**src/rtl/cordic_pkg.sv**
```systemverilog
// Shared constants and FSM state encoding for the CORDIC arbiter/sequencer.
package cordic_pkg;
    localparam int ITER_W       = 3;
    localparam int NUM_ITER_DEF = 8;

    typedef enum logic [1:0] {
        IDLE  = 2'd0,
        ITER  = 2'd1,
        DONE  = 2'd2,
        SPARE = 2'd3
    } state_e;
endpackage

```
**src/rtl/cordic_iter_counter.sv**
```systemverilog
// Iteration counter: synchronous clear, enable, and wrap to 0 on terminal count.
module cordic_iter_counter
    import cordic_pkg::*;
#(
    parameter int NUM_ITER = NUM_ITER_DEF
) (
    input  logic              clock,
    input  logic              reset,
    input  logic              clr,
    input  logic              en,
    output logic [ITER_W-1:0] count,
    output logic              tc
);
    logic [ITER_W-1:0] count_q;
    logic [ITER_W-1:0] count_d;

    assign tc    = (count_q == ITER_W'(NUM_ITER - 1));
    assign count = count_q;

    // Wrapping on tc makes the count land on 0 exactly as the FSM leaves ITER.
    always_comb begin
        count_d = count_q;
        if (clr) begin
            count_d = '0;
        end else if (en) begin
            count_d = tc ? '0 : count_q + ITER_W'(1);
        end
    end

    always_ff @(posedge clock) begin
        if (reset) begin
            count_q <= '0;
        end else begin
            count_q <= count_d;
        end
    end
endmodule

```
**src/rtl/cordic_arb_seq.sv**
```systemverilog
// Two-requester round-robin arbiter and iteration sequencer for a CORDIC datapath.
module cordic_arb_seq
    import cordic_pkg::*;
#(
    parameter int NUM_ITER = NUM_ITER_DEF
) (
    input  logic              clock,
    input  logic              reset,
    input  logic              req0_valid,
    output logic              req0_ready,
    input  logic              req1_valid,
    output logic              req1_ready,
    output logic              dp_sel,
    output logic              dp_load,
    output logic              dp_step,
    output logic [ITER_W-1:0] dp_iter,
    output logic              res_valid,
    input  logic              res_ready,
    output logic              res_id,
    output logic              busy
);
    state_e            state_q;
    state_e            state_d;
    logic              owner_q;
    logic              owner_d;
    logic              last_q;
    logic              last_d;
    logic              grant_id;
    logic [ITER_W-1:0] count;
    logic              tc;

    cordic_iter_counter #(.NUM_ITER(NUM_ITER)) u_cnt (
        .clock (clock),
        .reset (reset),
        .clr   (state_q != ITER),
        .en    (state_q == ITER),
        .count (count),
        .tc    (tc)
    );

    // On a tie the requester that did not win last time is served.
    assign grant_id = (req0_valid && req1_valid) ? ~last_q : req1_valid;

    always_comb begin
        state_d    = state_q;
        owner_d    = owner_q;
        last_d     = last_q;
        req0_ready = 1'b0;
        req1_ready = 1'b0;
        dp_sel     = 1'b0;
        dp_load    = 1'b0;
        dp_step    = 1'b0;
        dp_iter    = '0;
        res_valid  = 1'b0;
        res_id     = 1'b0;
        busy       = 1'b1;
        case (state_q)
            IDLE: begin
                busy = 1'b0;
                // No handshake while reset is asserted: the grant would be discarded.
                if (!reset && (req0_valid || req1_valid)) begin
                    state_d    = ITER;
                    owner_d    = grant_id;
                    last_d     = grant_id;
                    dp_load    = 1'b1;
                    dp_sel     = grant_id;
                    req0_ready = ~grant_id;
                    req1_ready = grant_id;
                end
            end
            ITER: begin
                dp_step = 1'b1;
                dp_iter = count;
                if (tc) begin
                    state_d = DONE;
                end
            end
            DONE: begin
                res_valid = 1'b1;
                res_id    = owner_q;
                if (res_ready) begin
                    state_d = IDLE;
                end
            end
            default: begin
                state_d = IDLE;
            end
        endcase
    end

    always_ff @(posedge clock) begin
        if (reset) begin
            state_q <= IDLE;
            owner_q <= 1'b0;
            last_q  <= 1'b1;
        end else begin
            state_q <= state_d;
            owner_q <= owner_d;
            last_q  <= last_d;
        end
    end
endmodule

```
**config.mk**
```make
export PLATFORM = sky130hd
export DESIGN_NAME = cordic_arb_seq
export DESIGN_NICKNAME = d
export VERILOG_FILES = /design/src/rtl/cordic_pkg.sv /design/src/rtl/cordic_iter_counter.sv /design/src/rtl/cordic_arb_seq.sv
export SDC_FILE = /design/constraint.sdc
export NUM_CORES = 1
export LEC_CHECK = 0
export CORE_AREA = 2 2 39 41
export CTS_BUF_LIST = sky130_fd_sc_hd__clkbuf_4 sky130_fd_sc_hd__clkbuf_8
export DETAILED_ROUTE_END_ITERATION = 10
export DIE_AREA = 0 0 41 43
export SLEW_MARGIN = 20
export SYNTH_ARGS = -nofsm -noshare
export SYNTH_HDL_FRONTEND = slang
export SYNTH_SLANG_ARGS = --single-unit
```
**constraint.sdc**
```tcl
create_clock -name clock -period 1.71 [get_ports clock]
set_clock_uncertainty 0.1 [all_clocks]
set_input_delay 0.171 -clock clock [delete_from_list [all_inputs] [get_ports clock]]
set_output_delay 0.171 -clock clock [all_outputs]
set_load 0.05 [all_outputs]
```
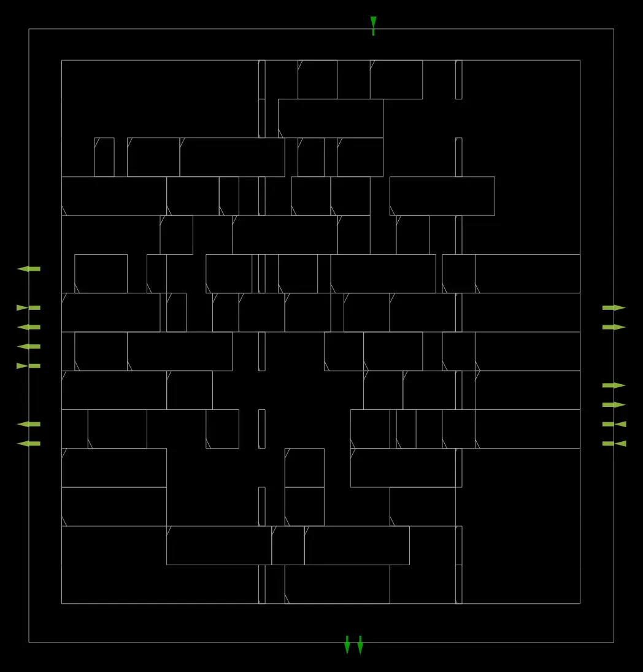
**Above:** placed standard cells.
FF+latch count: 7
Tapcells: 16
flop share of the area: 19.9%
Core Area: 0.00138 mm2

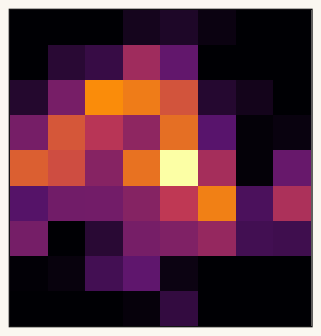
**Above:** wiring heat map.
The die is cut into 8 by 9 equal tiles; black is low, pale yellow is high, scaled to the fullest tile. Values are wire area over tile area, all layers added.
mean over tiles: 0.076
fullest tile: 0.34
emptiest ninth of the die: upper right

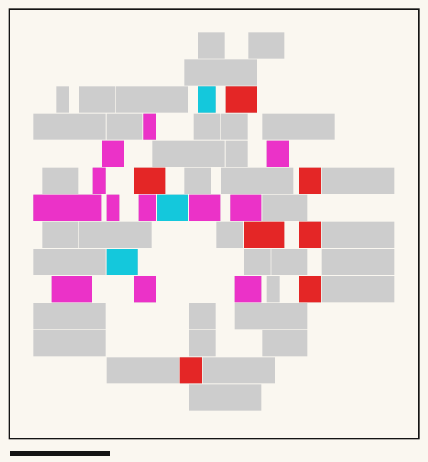
**Above:** gate families picked out.
Bar = 10 um.
| colour | family | cells |
|---|---|---|
| red | and/or cells | 7 |
| cyan | aoi and oai cells | 3 |
| magenta | nor cells | 12 |

==> impl_metrics.csv <==
group,metric,value,unit
clocking,clock_sinks,7,
setup_path,critPathLaunchType,"flop",
final_layout,nClkBuffers,4,
global_routing,gr-usage-met2,17.8,%
job,log.warning_count,27,
synthesis,synth-seq-cells,7,
global_routing,grt_pass1_vias,334,
synthesis,yosysTopAreaCellShare,39.6,%
final_layout,comb_area,225,um2
clocking,cts.path.max_buffers,2,
setup_path,worstPathArrival,1.38,ns
synthesis,async_flop_share,0,%
clocking,numCtsBuffers,3,
power,power_density,667,mW/mm2
outcome,status,"finished, final reports clean",
synthesis,compound_area_share,12.0,%
global_routing,antenna_found_initial,0,
timing,finalClockPeriodUsage,96.7,%
clocking,hold_buffers,0,
synthesis,netlist_area,354,um2
setup_path,critPathMaxFanout,4,
final_layout,finalNetCount,67,
timing,max_slew_margin,77.1,%
final_layout,layout.cells.non_filler,75,
final_layout,diodes,0,
synthesis,flop_cell,"dfxtp_1",
detailed_routing,routed_wl,822,um
clocking,clk_pin_slew,0.05,ns
synthesis,fa_ha_area_share,7.07,%
timing,setup_viol,0,
synthesis,edf_count,0,
final_layout,comb_share,31.9,%
final_layout,comb_cells,28,
setup_path,path_buffers,1,
synthesis,synth_xor_xnor_area_share,0,%
final_layout,syn_to_final_growth,99.3,%
timing,hold_slack,0.348,ns
floorplan,io_pins,16,
clocking,cts-root-buf,"clkbuf_4",
synthesis,yosys-stat-area,354,um2
placement,dp_hpwl,661,um
global_routing,grt.total_usage,12.4,%
clocking,postCtsSetupBuffers,0,
timing,max_freq,604,MHz
power,swShare,28.3,%
synthesis,ys_sh_simple,37.1,%
synthesis,yosys.stat.seqShare,39.6,%
floorplan,initial_core_util,25.6,%
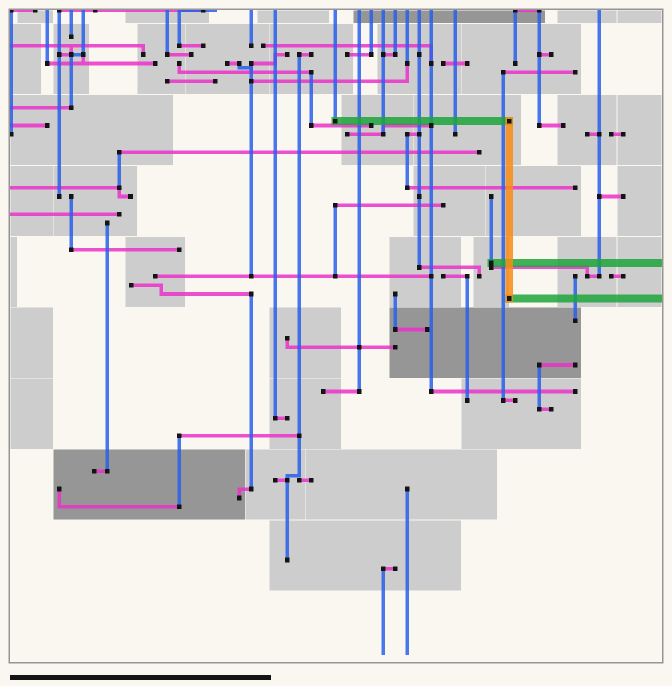
**Above:** close-up of the layout.
Bar = 10 um. Region (8, 0) to (33, 25) um. Cells in grey, sequential cells in the stronger grey; small squares are vias.
| colour | layer |
|---|---|
| magenta | M1 |
| blue | M2 |
| green | M3 |
| orange | M4 |
cells with their middle in the window: 25
most frequent: and2_1 (3), buf_12 (3)
sequential cells in the window: 2
netlist names of flops here include: owner_q (1), u_cnt.count (1)

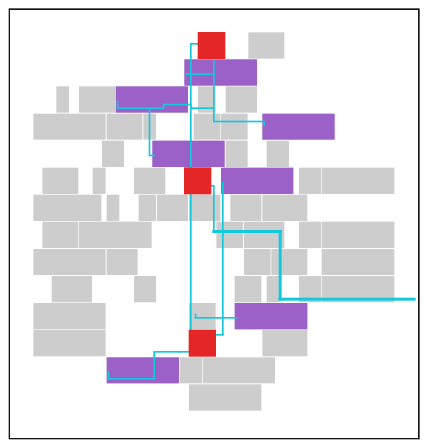
**Above:** clock wires, drivers and flops.
[purple] flip-flops | count: 7
[red] clock-net drivers | count: 3
[cyan] clock wires | length: 132 um
routed clock nets: 4

==> power by group through the flow <==
stage / combinational, mW / clock (mW) / sequential [mW]
floorplan: 0.0596 / 0 / 0.180
global placement: 0.123 / 0 / 0.178
detailed placement: 0.124 / 0 / 0.179
CTS: 0.128 / 0.177 / 0.175
global route: 0.134 / 0.182 / 0.176
finish: 0.127 / 0.168 / 0.175
==> final timing paths <==
kind,startpoint,to,slack [ns],cells after the start
setup / recovery,state_q[1]$_SDFFE_PP0P_,req0_ready,0.06,3
hold / removal,u_cnt.count[0]$_SDFFE_PP0P_,u_cnt.count[0]$_SDFFE_PP0P_,0.35,1
setup reg to reg,u_cnt.count[0]$_SDFFE_PP0P_,state_q[0]$_SDFFE_PP0P_,0.33,3
hold reg to reg,u_cnt.count[0]$_SDFFE_PP0P_,u_cnt.count[0]$_SDFFE_PP0P_,0.35,1
==> stage by stage <==
stage / cell area (um2) / TNS (ns) / util [%]
global placement: 664 / -0.0156 / 48.0
finish: 706 / 0 / 51.0
detailed placement: 664 / -0.0124 / 48.0
global route: 706 / 0 / 51.0
CTS: 706 / 0 / 51.0
floorplan: 369 / -0.0823 / -
==> cell families (layout without fill, tap and decap cells) <==
kind of cell    count (synthesis)  count (layout)
flops                           7               7
buf+inv                         3              24
simple gates                   21              21
compound gates                  5               5
fa+ha+maj                       2               2
==> routing by layer <==
metal / routed length [um] / share of wire, %
met5: 0 / 0
met4: 6 / 0.73
met3: 65 / 7.9
met2: 426 / 52
met1: 322 / 39
==> what timing repair did <==
action                     CTS  global route
resized                      2             1
pin swaps                    1             1
setup endpoints to repair    2             4
==> flip-flops by register name (all words and copies together) (netlist names) <==
signal,cells
owner_q,1
last_q,1
state_q,2
u_cnt.count,3
Power figures rest on the tool's default switching activity, not on a simulated workload.
